File: config.mk
export PLATFORM = sky130hd
export DESIGN_NAME = uart_rx
export DESIGN_NICKNAME = d
export VERILOG_FILES = /design/src/rtl/uart_pkg.sv /design/src/rtl/uart_sync2.sv /design/src/rtl/uart_rx.sv
export SDC_FILE = /design/constraint.sdc
export NUM_CORES = 1
export LEC_CHECK = 0
export CAP_MARGIN = 5
export CORE_MARGIN = 1
export CORE_UTILIZATION = 45
export DETAILED_ROUTE_END_ITERATION = 8
export SLEW_MARGIN = 10
export SYNTH_ARGS = -nofsm -noshare
export SYNTH_HDL_FRONTEND = slang
export SYNTH_SLANG_ARGS = --single-unit
export TNS_END_PERCENT = 100
File: constraint.sdc
create_clock -name clk -period 4 [get_ports clk]
set_input_delay 0.4 -clock clk [delete_from_list [all_inputs] [get_ports clk]]
set_output_delay 0.4 -clock clk [all_outputs]
set_load 0.1 [all_outputs]
File: src/rtl/uart_pkg.sv
// Shared UART definitions: FSM state encodings, frame and counter widths,
// and the 2-of-3 vote used by the optional majority sampler.
package uart_pkg;

  localparam int DATA_BITS = 8;
  localparam int CNT_W     = 16;

  typedef enum logic [2:0] {
    ST_IDLE  = 3'b000,
    ST_START = 3'b010,
    ST_DATA  = 3'b001,
    ST_STOP  = 3'b100
  } uart_state_t;

  function automatic logic maj3(input logic a, input logic b, input logic c);
    return (a & b) | (a & c) | (b & c);
  endfunction

endpackage

File: src/rtl/uart_sync2.sv
// Two-flop synchronizer for an asynchronous, idle-high input.
// Both flops reset to 1 so a reset line never looks like a start bit.
module uart_sync2 (
  input  logic clk,
  input  logic rst,
  input  logic d,
  output logic q
);

  logic meta;

  always_ff @(posedge clk or posedge rst) begin
    if (rst) begin
      meta <= 1'b1;
      q    <= 1'b1;
    end else begin
      meta <= d;
      q    <= meta;
    end
  end

endmodule

File: src/rtl/uart_rx.sv
// Oversampling 8N1 UART receiver with a one-cycle valid strobe per byte.
// Optional macro UART_RX_MAJORITY_EN: 2-of-3 vote at every sample point (needs BD_DIVIDER >= 8).
module uart_rx #(
  parameter int BD_DIVIDER = 2500
) (
  input  logic       clk,
  input  logic       rst,
  input  logic       rx,
  output logic [7:0] data_out,
  output logic       out_ready,
  output logic       frame_err,
  output logic       busy
);

  import uart_pkg::*;

  localparam logic [CNT_W-1:0] HALF_LAST = CNT_W'(BD_DIVIDER / 2 - 1);
  localparam logic [CNT_W-1:0] BIT_LAST  = CNT_W'(BD_DIVIDER - 1);
  localparam logic [2:0]       LAST_BIT  = 3'(DATA_BITS - 1);

  uart_state_t            state;
  logic [CNT_W-1:0]       clk_count;
  logic [2:0]             bit_index;
  logic [DATA_BITS-1:0]   shift;
  logic                   rx_s;
  logic                   sample;

  uart_sync2 u_sync (
    .clk (clk),
    .rst (rst),
    .d   (rx),
    .q   (rx_s)
  );

`ifdef UART_RX_MAJORITY_EN
  // hist[0] is rx_s one cycle ago, hist[1] two cycles ago: votes over S-2, S-1, S.
  logic [1:0] hist;

  always_ff @(posedge clk or posedge rst) begin
    if (rst) begin
      hist <= 2'b11;
    end else begin
      hist <= {hist[0], rx_s};
    end
  end

  assign sample = maj3(hist[1], hist[0], rx_s);
`else
  assign sample = rx_s;
`endif

  always_ff @(posedge clk or posedge rst) begin
    if (rst) begin
      state     <= ST_IDLE;
      clk_count <= '0;
      bit_index <= '0;
      shift     <= '0;
      data_out  <= '0;
      out_ready <= 1'b0;
      frame_err <= 1'b0;
      busy      <= 1'b0;
    end else begin
      out_ready <= 1'b0;
      frame_err <= 1'b0;
      case (state)
        ST_IDLE: begin
          clk_count <= '0;
          if (!rx_s) begin
            state <= ST_START;
            busy  <= 1'b1;
          end else begin
            busy <= 1'b0;
          end
        end

        ST_START: begin
          if (clk_count == HALF_LAST) begin
            clk_count <= '0;
            bit_index <= '0;
            if (!sample) begin
              state <= ST_DATA;
            end else begin
              state <= ST_IDLE;
              busy  <= 1'b0;
            end
          end else begin
            clk_count <= clk_count + CNT_W'(1);
          end
        end

        ST_DATA: begin
          if (clk_count == BIT_LAST) begin
            clk_count         <= '0;
            shift[bit_index]  <= sample;
            if (bit_index == LAST_BIT) begin
              state <= ST_STOP;
            end else begin
              bit_index <= bit_index + 3'd1;
            end
          end else begin
            clk_count <= clk_count + CNT_W'(1);
          end
        end

        // Leave at mid-stop so a back-to-back start edge is never missed.
        ST_STOP: begin
          if (clk_count == BIT_LAST) begin
            clk_count <= '0;
            state     <= ST_IDLE;
            busy      <= 1'b0;
            if (sample) begin
              data_out  <= shift;
              out_ready <= 1'b1;
            end else begin
              frame_err <= 1'b1;
            end
          end else begin
            clk_count <= clk_count + CNT_W'(1);
          end
        end

        default: begin
          state     <= ST_IDLE;
          clk_count <= '0;
          busy      <= 1'b0;
        end
      endcase
    end
  end

endmodule

Run 1, local utilization:
Scale: 6 px per µm. 7 x 7 tiles, from dark blue (low) to red (high), 0 to 100% covered.
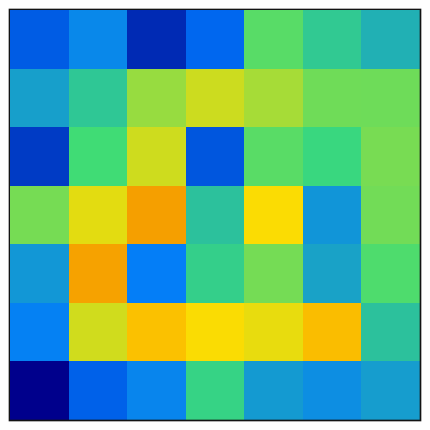
fullest tile: 82%
mean over tiles: 47%
nearly empty tiles: 2.0%
tiles over 75% full: 8.2%

Run 1, nets reached from selected ports:
Scale: 4 px per µm.
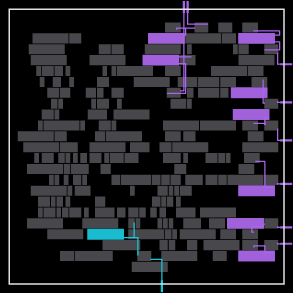
| port | color | bits | direction | edge | end cells | wire |
|---|---|---|---|---|---|---|
| `data_out` | purple | 8 | output | 6 right, 2 top | 8 | 117 µm |
| `busy` | cyan | 1 | output | bottom | 1 | 20.2 µm |
I/O pin count: 14
port bufs: 13

Run 1, congestion heat map:
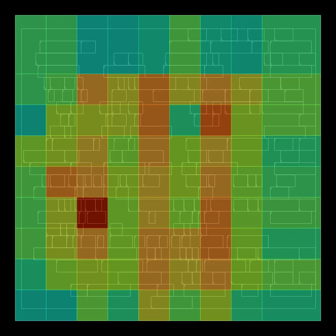
met3 Resource Use GR: 0.0550
met2 GRT Util: 0.286

## run 1: critical path, delay by kind of cell, from the launching register on
family           cells  cell delay (ns)
and+or+nand+nor      4             1.66
muxes                1             0.34
DFF                  1             0.46
## run 1: metal layers
layer,track usage,vias up,part of all wire,routed length [µm]
li1,-,633,-,-
met1,0.205,630,0.47,1600
met2,0.286,23,0.48,1640
met3,0.0550,8,0.030,103
met4,0.0833,0,0.022,75
met5,0,-,0,0
## run 1: final cells by class
class	instances	area [µm²]
sequential	43	1080
clock inverter	3	23.8
inverter	5	18.8
fill	346	1860
multi-input combinational	120	861
timing repair buffer	14	138
clock buffer	5	68.8
tap	50	62.6
## run 1: cell families after synthesis
family                     share of synthesized area
adders and majority gates                     0.0253
xor gates and xnor gates                      0.0620
and+or+nand+nor                                0.217
muxes                                         0.0968
buffers and inverters                         0.0196
AOI/OAI and AO/OA                             0.0342
DFF                                            0.545
## run 1: power groups by stage
stage               combinational [W]  clock (W)  sequential, W
global route                0.0000139   0.000320       0.000439
CTS                         0.0000128   0.000293       0.000438
global placement            0.0000124          0       0.000447
floorplan                  0.00000845          0       0.000445
finish                      0.0000119   0.000284       0.000438
detailed placement          0.0000126          0       0.000447
## run 1: how the worst max path moves through the flow
stage / to / depth (start not counted) / start
CTS: shift[2]$_DFFE_PP0P_ / 5 / clk_count[2]$_DFF_PP0_
floorplan: shift[4]$_DFFE_PP0P_ / 5 / clk_count[2]$_DFF_PP0_
detailed placement: shift[4]$_DFFE_PP0P_ / 5 / clk_count[2]$_DFF_PP0_
global route: clk_count[12]$_DFF_PP0_ / 7 / clk_count[1]$_DFF_PP0_
global placement: shift[0]$_DFFE_PP0P_ / 5 / clk_count[2]$_DFF_PP0_
finish: shift[4]$_DFFE_PP0P_ / 5 / clk_count[2]$_DFF_PP0_
==> results.toml, run 1 <==
# synthesis and place-and-route metrics
[final_timing]
holdWs_ns = 0.358
fin_setup_tns_ns = 0
max_freq_mhz = 390
fin_worst_skew_ns = 0.0132
setup_ws_ns = 1.44
fin_crit_ns = 2.56
worst_pin_slew_ns = 0.979
rsz0062_at_grt = "false"

[clocking]
cts_hold_buf = 0
clockBufferDepth = 2
clockRootBuffer = "clkbuf_8"
clkSinkCount = 43
cts_buffers = 5
ctsResizeCount = 0
cts_tree = "done"

[yosys]
ys_ff = 43
top_cells_by_count = "dfrtp_1 (41), nor2_1 (24), nand2_1 (13)"
ys_seq_frac = 0.545
yosysUniqueCellTypes = 39
synth_area_um2 = 1980
async_flop_share = 1.00
ff_type = "dfrtp_1"
yosysTopAreaCellShare = 0.519
ys_chip_area_um2 = 1980
edf_count = 0
ys_cells = 173
top_cell = "dfrtp_1"
topCellsByArea = "dfrtp_1 (52%), mux2_2 (6.8%), nor2_1 (4.6%)"

[power]
p_leak_nw = 1.04
power_density_nw_per_um2 = 326
pwr-share-comb = 0.016
peakVddDrop_v = 0.000201
finalPower_w = 0.000734

[final_layout]
regMostFlops = "clk_count"
syn_to_final_growth_pct = 13.8
final_cell_mix = "dfrtp_1 (41), nor2_1 (24), nand2_1 (13), clkdlybuf4s50_1 (13), mux2_2 (12)"
num_antenna_cells = 0
fin_util = 0.547
nets = 196
largest_reg_flops = 16
drive_gt1_frac = 0.158

[worst_setup_path]
cp-end-kind = "register"
reg2regPathDepth = 5
slowest_delay_ns = 0.64
timing.rr.end = "shift[4]$_DFFE_PP0P_"
r2r_setup_slack_ns = 1.44
crit_chain = "or4_1 > nor4_4 > nand2b_2 > nor4b_2 > mux2_1"
cp.arrival_ns = 2.76
r2r_start = "clk_count[2]$_DFF_PP0_"
critPathSlowestCell = "or4_1"
critPathKind = "register to register"

[floorplan]
fp.dieW_um = 68.3
fp_util = 0.481
die_area_um2 = 4660

[placement]
placed_cells = 232
post-dp-hpwl_mm = 2.37
gp_congestion = 0.869
dp_slack_ns = 1.48

[detailed_routing]
viasPerCell = 5.39
post_drt_wl_per_cell_um = 14.2
vias = 1294
ant_nets = 0
routed_wl_mm = 3.42

[global_route]
grt_max_degree = 44
grt_pass1_vias = 1252
antenna_found_initial = 0
grt_usage = 0.174
grt_pass1_wl_mm = 5.77
overflow = 0

[job]
drv_cap = 0

[min_path]
holdPathStages = 0
worstHoldEndpoint = "u_sync.q$_DFF_PP1_"

[run_status]
outcome = "completed"
Run 1, signal wires on met3:
Scale: 6 px per µm. Cells faint in the background.
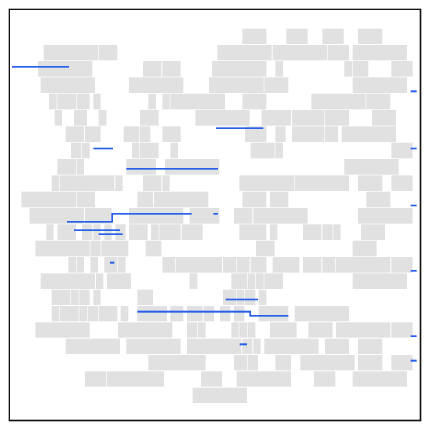

## Run 2: what changed since run 1
- clock period: 4 -> 2.67 ns (I/O delays scaled with it)
Run 2, signal wires on met3:
Scale: 6 px per µm. Cells faint in the background.
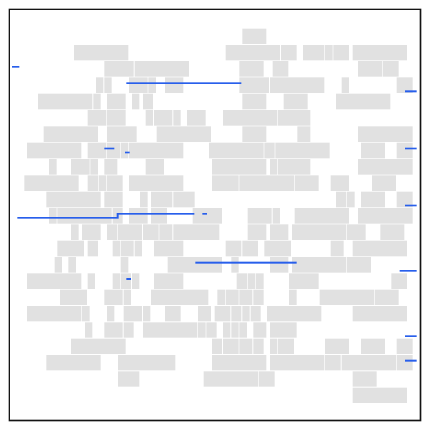
main direction: horizontal
share of all routed wire: 2.3%
wire length on this layer: 78.9 µm
longest straight run: 18.9 µm
met3 Resource Use GR: 0.0517
Vias: 1281
final WL: 3.38 mm

==> results.toml, run 2 <==
# synthesis and place-and-route metrics
[final_timing]
worst_pin_slew_ns = 0.650
fin_setup_tns_ns = 0
fin_worst_skew_ns = 0.00665
fin_crit_ns = 2.34
max_freq_mhz = 427
rsz0062_at_grt = "false"

[yosys]
yosysTopAreaCellShare = 0.519
synthAdderAreaFrac = 0.0253
syn_inst = 173
topCellsByArea = "dfrtp_1 (52%), mux2_2 (6.8%), nor2_1 (4.6%)"
ys_sh_simple = 0.217
top_cell = "dfrtp_1"
ff_type = "dfrtp_1"
top_cells_by_count = "dfrtp_1 (41), nor2_1 (24), nand2_1 (13)"
ys_seq_frac = 0.545
yosysUniqueCellTypes = 39
ys_ff = 43
ys_chip_area_um2 = 1980
top_logic_kind = "simple AND/OR/NAND/NOR gates"
ys_cells = 173
postSynthAreaPerCell_um2 = 11.4
compound_area_frac = 0.0342
ys_sh_mux = 0.0968
synth_area_um2 = 1980
synth-xor-area-share = 0.0620
edf_count = 0
async_flop_share = 1.00

[clocking]
clk_pin_slew_worst_paths_ns = 0.08
clockRootBuffer = "clkbuf_8"
htreeDepth = 2
ctsResizeCount = 0
cts_hold_buf = 0
cts_buffers = 5
clockBufferDepth = 2
clkSinkCount = 43
cts_tree = "done"

[global_route]
grt_pass1_vias = 1314
grt_pass1_wl_mm = 5.80
antenna_found_initial = 0
grt_max_degree = 44
overflow = 0
grt_usage = 0.173

[worst_setup_path]
timing.rr.end = "shift[4]$_DFFE_PP0P_"
r2r_start = "clk_count[2]$_DFF_PP0_"
cp.arrival_ns = 2.52
cp-end-kind = "register"
critPathLaunch = "clk_count[2]$_DFF_PP0_"
reg2regPathDepth = 5
critPathKind = "register to register"
crit_end = "shift[4]$_DFFE_PP0P_"
r2r_setup_slack_ns = 0.33

[power]
powerComb_w = 0.0000182
seq-power_w = 0.000657
pwr-share-comb = 0.016
p_leak_nw = 1.08
power_density_nw_per_um2 = 495
pg_clk_w = 0.000437
power_leader = "sequential cells"
peakVddDrop_v = 0.000252

[placement]
io_buffers = 13
post-dp-hpwl_mm = 2.39
placed_cells = 234
gp_congestion = 0.901

[final_layout]
drive_gt1_frac = 0.219
regMostFlops = "clk_count"
largest_reg_flops = 16
num_antenna_cells = 0
syn_to_final_growth_pct = 13.5
nets = 198

[run_status]
outcome = "completed"

[floorplan]
ios = 14
fp.dieW_um = 68.3
die_area_um2 = 4660

[job]
drv_cap = 0

[detailed_routing]
ant_nets = 0
viasPerCell = 5.29
post_drt_wl_per_cell_um = 14.0

[min_path]
worstHoldPathType = "register to register"
Run 2, local utilization:
Scale: 6 px per µm. 7 x 7 tiles, from dark blue (low) to red (high), 0 to 100% covered.
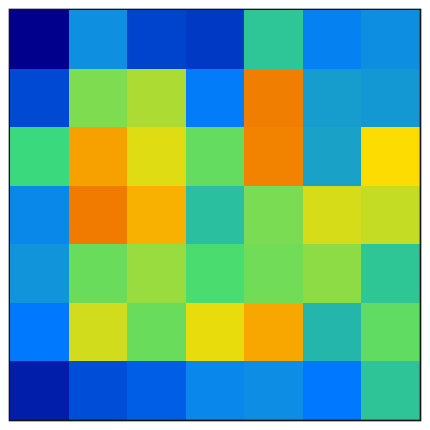
tiles over 75% full: 12%
fullest tile: 86%
mean over tiles: 47%
nearly empty tiles: 2.0%
post-layout util: 0.546
Core ar.: 4120 µm²
Initial Util: 0.481

run 2: cell counts after synthesis:
No cell type changed its count.
run 2: final cells by class:
cell class                      count  area, µm²
Fill cell                         353       1870
Sequential cell                    43       1080
Multi-Input combinational cell    120        861
Timing Repair Buffer               16        125
Clock buffer                        8        100
Tap cell                           50       62.6
Inverter                            5       18.8
run 2: worst min-delay path by stage:
stage                                 end  slack, ns  cells past startpoint
floorplan           u_sync.meta$_DFF_PP1_       0.27                      0
global placement       u_sync.q$_DFF_PP1_       0.35                      0
detailed placement     u_sync.q$_DFF_PP1_       0.35                      0
CTS                    u_sync.q$_DFF_PP1_       0.37                      0
global route           u_sync.q$_DFF_PP1_       0.37                      0
finish                 u_sync.q$_DFF_PP1_       0.36                      0
run 2: critical path: stages (launching register included):
cell	delay, ns
dfrtp_1	0.43
or4_1	0.62
nor4_4	0.39
nand2b_2	0.16
nor4b_2	0.29
mux2_1	0.34
run 2: cells by family (layout without fill, tap and decap cells):
| logic type | count (synthesis) | after routing |
|---|---|---|
| AND-OR/OR-AND | 11 | 11 |
| buffers and inverters | 10 | 29 |
| adder cells (fa/ha/maj) | 4 | 4 |
| flip-flops | 43 | 43 |
| XOR/XNOR | 14 | 14 |
| AND/OR/NAND/NOR | 74 | 74 |
| multiplexers | 17 | 17 |
run 2: layer usage:
layer	share of wire	global-route usage
met5	0	0
met1	0.45	0.190
met3	0.023	0.0517
met4	0.020	0.0859
met2	0.51	0.300
run 2: per-stage QoR:
step	area [µm²]	hold slack [ns]	setup slack, ns	total power [W]
floorplan	1980	0.271	0.375	0.000680
global placement	2150	0.346	0.390	0.000688
detailed placement	2150	0.354	0.326	0.000689
CTS	2250	0.365	0.320	0.00113
global route	2250	0.367	0.189	0.00116
finish	2250	0.361	0.331	0.00111
No activity file was given, so power comes from the tool's default toggle rates.
